run_1/flops_by_reg.png
Scale bar: 20 um.
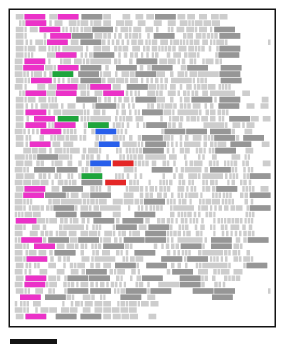
run_1/logic_types.png
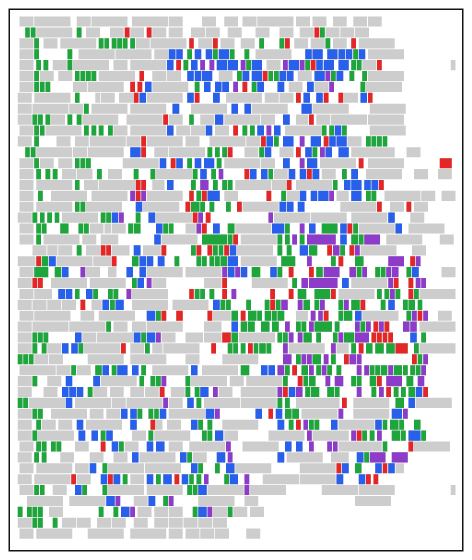
run_1/wires.png
Only two layers are drawn.
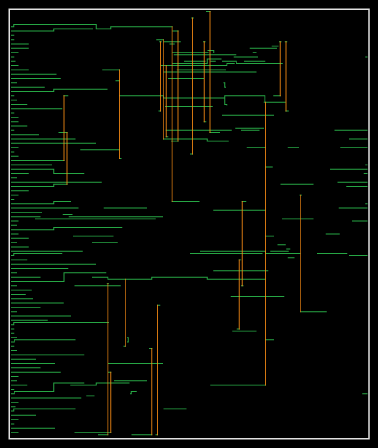
==> config.mk <==
export PLATFORM = sky130hd
export DESIGN_NAME = lsu_ctrl
export DESIGN_NICKNAME = d
export VERILOG_FILES = /design/src/rtl/lsu_ctrl.sv
export SDC_FILE = /design/constraint.sdc
export NUM_CORES = 1
export LEC_CHECK = 0
export ABC_AREA = 1
export CORE_ASPECT_RATIO = 1.2
export CORE_MARGIN = 1.5
export CORE_UTILIZATION = 53
export DETAILED_ROUTE_END_ITERATION = 10
export GPL_ROUTABILITY_DRIVEN = 1
export HOLD_SLACK_MARGIN = 0.1
export PLACE_DENSITY = 0.84
export SLEW_MARGIN = 20
export SYNTH_ARGS = -nofsm -noshare
export SYNTH_HDL_FRONTEND = slang
export SYNTH_SLANG_ARGS = --single-unit
==> constraint.sdc <==
create_clock -name i_clk -period 13.9 [get_ports i_clk]
set_input_delay 2.78 -clock i_clk [delete_from_list [all_inputs] [get_ports i_clk]]
set_output_delay 2.78 -clock i_clk [all_outputs]
set_load 0.05 [all_outputs]
==> flow_summary.ini, run 1 <==
; generated from flow reports
[worst_setup_path]
path_class = input port to primary output
cp_slowest_cell = clkdlybuf4s50_1
rr_worst_depth = 9
rrSetupSlack_ps = 10720
crit_fanout = 2
cp.arrival_ps = 4560
cp_cell_sequence = clkdlybuf4s50_1 > inv_1 > ha_1 > inv_1 > nand3_2 > nand3_1 > clkdlybuf4s50_1
worstPathRequired_ps = 11120
slowest_delay_ps = 800
cp-start-kind = input port
end_kind = primary output

[final_timing]
setup_viol = 0
timing.final.crit_share_pct = 52.8
slew_violations = 0
max_slew.worst_pin.slew_ps = 973
hold_viol = 0
fin_skew_ps = 8.86
slew_headroom_pct = 35.0
fin_crit_ps = 7340
setup_tns_ps = 0
rsz0062_at_grt = false
fmax_mhz = 136

[logic_synthesis]
syn_area_per_cell_sq_um = 7.51
ff_type = dfrtp_1
common_cells = 302 x nand2_1, 140 x dfrtp_1, 116 x inv_1, 93 x nor2_1, 91 x o21ai_0
edf_count = 0
aoi_share_pct = 14.3
synthTopLogicFamily = simple AND/OR/NAND/NOR gates
yosysChipArea_sq_um = 7670
ys_sh_mux_pct = 0
synthArstFlopShare_pct = 100
syn_area_sq_um = 7670
synth_seq_share_pct = 45.7
yosysMostFrequentCell = nand2_1
yosysTopAreaCellShare_pct = 45.7
synth_cell_types = 39
yosys_register_bits = 140
ys_sh_xor_pct = 0
yosys.area_share.simple_pct = 26.5
top_cells_by_area = dfrtp_1 46%, nand2_1 15%, o21ai_0 5.9%, inv_1 5.7%, nor2_1 4.5%
ys_warn_count = 0
largest_area_cell = dfrtp_1
ys_cells = 1022
synthCells = 1022
adder_share_pct = 1.96

[placed_design]
place.gp.congestion = 0.897
port_buffers = 208
place_inst = 1337
hpwlAfterDp_mm = 15.0

[clock_network]
post_cts_buffers = 0
cts-root-buf = clkbuf_16
cts_resized = 0
htree_levels = 4
ctsHoldBuffers = 0
cts_buffers = 17
clock_latency_ps = 430
cts_buffer_depth = 2
numClockSinks = 140
path_clk_slew_ps = 60
cts_tree = yes

[power]
power_mw = 2.50
p_leak_nw = 4.76
ir_drop_v = 0.000180
p_per_area_nw_per_um2 = 246

[worst_hold_path]
hold_path_depth = 2
hold_class = flop to flop

[die]
fp-row-count = 48
die_w_um = 113
initCoreUtil_pct = 53.7
chipArea_sq_um = 15200
die_y_um = 135
core_sq_um = 14300
num_io_pins = 211

[grt]
grt_pass1_wl_mm = 34.4
grt_usage_pct = 28.7
grt_max_degree = 82
grt_pass1_vias = 7145
grt_overflow = 0
antenna_found_initial = 0

[flow_run]
warnings = 34
max_cap_viol_count = 0

[outcome]
status = finished clean

[drt]
first_pass_iters = 5
drt_iter0_drc = 452
drc = 0
vias_per_cell = 5.32
detail-route-antenna-nets = 0

[finish]
layout.nets = 1299
antenna_cells = 0
areaGrowthSynthToFinish_pct = 32.8
final_layout_size_suffix_gt1_share_pct = 5.53
final_util_pct = 71.3
About flops_by_reg.png:
[`o_bus_be`] green | flops: 4
[`r_state`] red | flops: 2
[`r_addr`] magenta | flops: 32 | where: a column on the left
[`r_funct3`] blue | flops: 3
seq pwr: 0.672 mW
Seq area share: 34.4%

About logic_types.png:
[nand cells] green | cells: 360 | most used: nand2_1 | where: all over the die
[nor cells] purple | cells: 115 | most used: nor2_1
[aoi and oai cells] blue | cells: 199 | most used: o21ai_0
[inv cells] red | cells: 121 | most used: inv_1
most common logic cell in the routed design: nand2_1
Non-Filler Instances: 1368
combinational share of cell area: 32.3%

About wires.png:
[metal 4] orange | wire length: 705 um
[metal 3] green | wire length: 1840 um
routed wire length per instance: 15.7 um
Via Count: 7277
WL final: 21.5 mm

## run 1: power breakdown
| part | switching (mW) | total (mW) | internal [mW] |
|---|---|---|---|
| Clock | 0.181 | 0.463 | 0.282 |
| Combinational | 0.949 | 1.37 | 0.418 |
| Sequential | 0.108 | 0.672 | 0.563 |
## run 1: layout by cell type, fill, tap and decap left out, types with 2 or more instances in the layout
cell type and n:
a211oi_1 7, a21oi_1 46, a21oi_2 3, a31oi_1 17, buf_4 2, bufinv_16 3, clkbuf_16 17, clkdlybuf4s50_1 208
clkinv_2 3, clkinv_4 5, clkinvlp_4 2, conb_1 2, dfrtp_1 140, ha_1 12, inv_1 114, inv_2 3
inv_6 3, nand2_1 302, nand2_2 5, nand2_4 2, nand3_1 31, nand3_2 2, nand4_1 15, nor2_1 92
nor2_2 2, nor2_4 6, nor2_8 2, nor3_1 11, o211ai_1 16, o21ai_0 91, o21ai_1 16, o21bai_1 2
## run 1: worst max-delay path, delay by kind of cell
kind,cells,cell delay (ps)
buffers and inverters,4,1450
adder cells (fa/ha/maj),1,170
AND/OR/NAND/NOR,2,150
## run 1: logic make-up (layout without fill, tap and decap cells)
kind of cell	after synthesis	in the layout
AOI/OAI and AO/OA	199	199
adders and majority gates	12	12
buffers and inverters	193	363
DFF	140	140
other	1	2
and+or+nand+nor	477	477
## run 1: final cells by class
type / count / area, sq um
flip-flops and latches: 140 / 3500
repair buffers: 211 / 2110
multi-input cells: 690 / 3290
inverters: 121 / 468
well taps: 175 / 219
clock buffers: 18 / 429
fillers: 1125 / 4100
clock inverters: 13 / 168
## run 1: layer usage
| metal | GRT usage (%) | routed length [um] | part of all wire [%] |
|---|---|---|---|
| met1 | 34.6 | 8590 | 40 |
| met2 | 47.8 | 10400 | 48 |
| met3 | 8.80 | 1840 | 8.6 |
| met4 | 12.1 | 704 | 3.3 |
| met5 | 0 | 0 | 0 |
## run 1: metrics by stage
stage / hold slack, ps / worst slack, ps / cell area [sq um]
after CTS: 484 / 6560 / 10200
after detailed placement: 464 / 6570 / 9590
after global routing: 500 / 6470 / 10200
final: 476 / 6560 / 10200
after global placement: 462 / 6570 / 9590
after floorplan: 450 / 7140 / 7680
--- run 2 (diff from run 1) ---
--- a/config.mk
+++ b/config.mk
@@ -8,11 +8,11 @@
 export ABC_AREA = 1
 export CORE_ASPECT_RATIO = 1.2
 export CORE_MARGIN = 1.5
-export CORE_UTILIZATION = 53
+export CORE_UTILIZATION = 49
 export DETAILED_ROUTE_END_ITERATION = 10
 export GPL_ROUTABILITY_DRIVEN = 1
 export HOLD_SLACK_MARGIN = 0.1
-export PLACE_DENSITY = 0.84
+export PLACE_DENSITY = 0.78
 export SLEW_MARGIN = 20
 export SYNTH_ARGS = -nofsm -noshare
 export SYNTH_HDL_FRONTEND = slang
==> constraint.sdc (replaced) <==
create_clock -name i_clk -period 6.8 [get_ports i_clk]
set_input_delay 1.36 -clock i_clk [delete_from_list [all_inputs] [get_ports i_clk]]
set_output_delay 1.36 -clock i_clk [all_outputs]
set_load 0.05 [all_outputs]
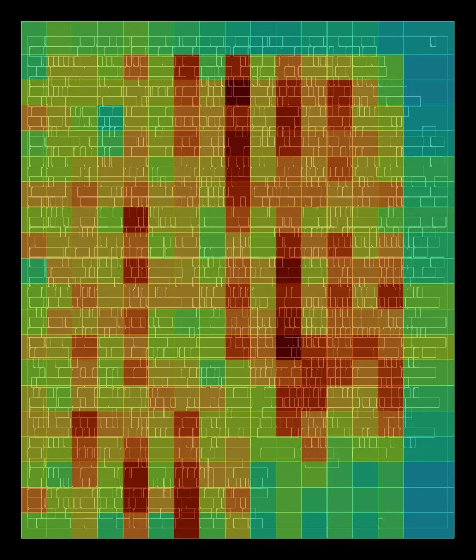
run_2/congestion.png
GR Layer Usage met2: 44.6%
routed wire length per instance: 15.4 um
met3 GRT Util: 8.96%

==> run 2 against run 1 <==
Net effect:
- sequential power rose by 100%
- register-to-register slack got worse by 6800 ps
- via count up 0.32%
- area after synthesis did not move
- first-iteration DRC count decreased by 6.2%
- wire length up 0.36%
- sequential cell count is the same
- final area increased by 0.66%
- clock skew down 1.1 ps
- hold slack better by 1.5 ps
- worst setup slack worse by 4300 ps
- critical path type unchanged
- largest cell class unchanged
==> flow_summary.ini, run 2 <==
; generated from flow reports
[logic_synthesis]
synth_seq_share_pct = 45.7
yosysChipArea_sq_um = 7670
ys_sh_mux_pct = 0
ys_warn_count = 0
aoi_share_pct = 14.3
edf_count = 0
syn_area_sq_um = 7670
yosys.area_share.simple_pct = 26.5
yosys_register_bits = 140
common_cells = 302 x nand2_1, 140 x dfrtp_1, 116 x inv_1, 93 x nor2_1, 91 x o21ai_0
yosysMostFrequentCell = nand2_1
ys_cells = 1022
ff_type = dfrtp_1
largest_area_cell = dfrtp_1
synthArstFlopShare_pct = 100
synthTopLogicFamily = simple AND/OR/NAND/NOR gates
synth_cell_types = 39
synthCells = 1022
ys_sh_xor_pct = 0
adder_share_pct = 1.96
syn_area_per_cell_sq_um = 7.51
top_cells_by_area = dfrtp_1 46%, nand2_1 15%, o21ai_0 5.9%, inv_1 5.7%, nor2_1 4.5%
yosysTopAreaCellShare_pct = 45.7

[grt]
grt_max_degree = 84
grt_pass1_wl_mm = 35.3
grt_overflow = 0
antenna_found_initial = 0
grt_usage_pct = 27.6
grt_pass1_vias = 7353

[clock_network]
post_cts_buffers = 0
cts_tree = yes
cts_buffers = 17
htree_levels = 4
cts-root-buf = clkbuf_16
cts_resized = 0
cts_buffer_depth = 2
clock_latency_ps = 430
ctsHoldBuffers = 0
numClockSinks = 140
path_clk_slew_ps = 60

[worst_hold_path]
hold_path_depth = 2
hold_class = flop to flop

[final_timing]
rsz0062_at_grt = false
setup_viol = 0
fin_crit_ps = 4520
fin_skew_ps = 7.74
hold_viol = 0
slew_violations = 0
slew_headroom_pct = 23.2
setup_tns_ps = 0
fmax_mhz = 221
max_slew.worst_pin.slew_ps = 1150
timing.final.crit_share_pct = 66.5

[placed_design]
place.gp.congestion = 0.889
port_buffers = 208
hpwlAfterDp_mm = 15.4

[outcome]
status = finished clean

[die]
die_y_um = 140
num_io_pins = 211
chipArea_sq_um = 16400
initCoreUtil_pct = 50.7
die_w_um = 117
core_sq_um = 15100
fp-row-count = 49

[drt]
drt-total-wl_mm = 21.6
routed-via-count = 7300
vias_per_cell = 5.21
detail-route-antenna-nets = 0
drt_iter0_drc = 424
drc = 0
first_pass_iters = 5

[finish]
comb_area_sq_um = 3290
layout.nets = 1301
lay_top_cells = 302 x nand2_1, 208 x clkdlybuf4s50_1, 140 x dfrtp_1
final_util_pct = 67.7
final_layout_size_suffix_gt1_share_pct = 5.69
areaGrowthSynthToFinish_pct = 33.7
fillers = 1310
antenna_cells = 0
layout_top_cell = nand2_1
seq_area_sq_um = 3500

[worst_setup_path]
worstPathRequired_ps = 5440
cp-start-kind = input port
cp.arrival_ps = 3160
rr_worst_depth = 10
rrSetupSlack_ps = 3940
path_class = input port to primary output
crit_fanout = 2
end_kind = primary output

[power]
p_per_area_nw_per_um2 = 501
p_leak_nw = 4.78
ir_drop_v = 0.000356
power_mw = 5.13

[flow_run]
warnings = 34
max_cap_viol_count = 0
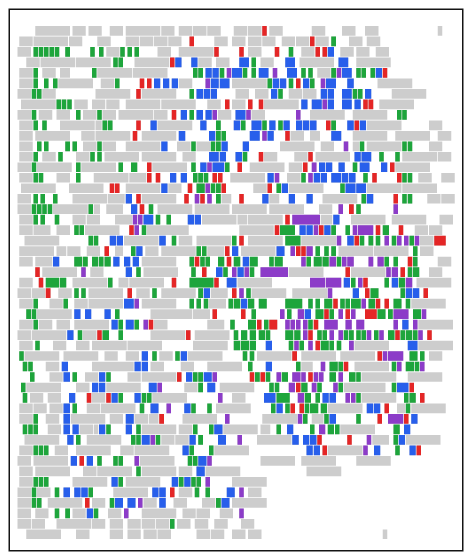
run_2/logic_types.png
[inv cells] red | cells: 121 | most used: inv_1
[nor cells] purple | cells: 115 | most used: nor2_1
[aoi and oai cells] blue | cells: 199 | most used: o21ai_0
[nand cells] green | cells: 360 | most used: nand2_1 | where: all over the die
combinational share of cell area: 32.1%
Non-Filler Instances: 1400

## run 2: cell counts after synthesis
No cell type changed its count.
## run 2: critical path, cell delays in order
cell and delay (ps):
clkdlybuf4s50_1 530, inv_1 70, ha_1 180, inv_1 60, nand3_2 60, nand3_1 90, clkdlybuf4s50_1 800
## run 2: power by group
| group | switching [mW] | internal, mW |
|---|---|---|
| logic | 1.94 | 0.856 |
| clock network | 0.374 | 0.614 |
| registers | 0.201 | 1.15 |
| total | 2.51 | 2.62 |
## run 2: logic make-up after synthesis
group,after synthesis
AND-OR/OR-AND,199
adder cells (fa/ha/maj),12
buffers and inverters,193
flip-flops,140
other,1
AND/OR/NAND/NOR,477
## run 2: layout make-up
class / count / area share (%)
Sequential cell: 140 / 34.2
Multi-Input combinational cell: 690 / 32.1
Timing Repair Buffer: 213 / 20.7
Inverter: 121 / 4.55
Clock buffer: 18 / 4.18
Tap cell: 204 / 2.49
Clock inverter: 14 / 1.87
## run 2: stage by stage
stage          hold slack [ps]  setup slack [ps]  instances  area [sq um]
2_1_floorplan              450              1690       1023          7680
3_3_place_gp               463              2320       1368          9640
3_5_place_dp               466              2270       1368          9640
4_1_cts                    482              2260       1400         10300
5_1_grt                    502              2180       1400         10300
6_report                   478              2280       1400         10300
## run 2: metal layers
| layer | vias up | track usage, % | share of wire [%] |
|---|---|---|---|
| met3 | 54 | 8.96 | 8.1 |
| li1 | 3566 | - | - |
| met2 | 265 | 44.6 | 48 |
| met5 | - | 0 | 0 |
| met1 | 3415 | 33.7 | 40 |
| met4 | 0 | 11.9 | 3.6 |
Power and IR drop assume default switching activity.
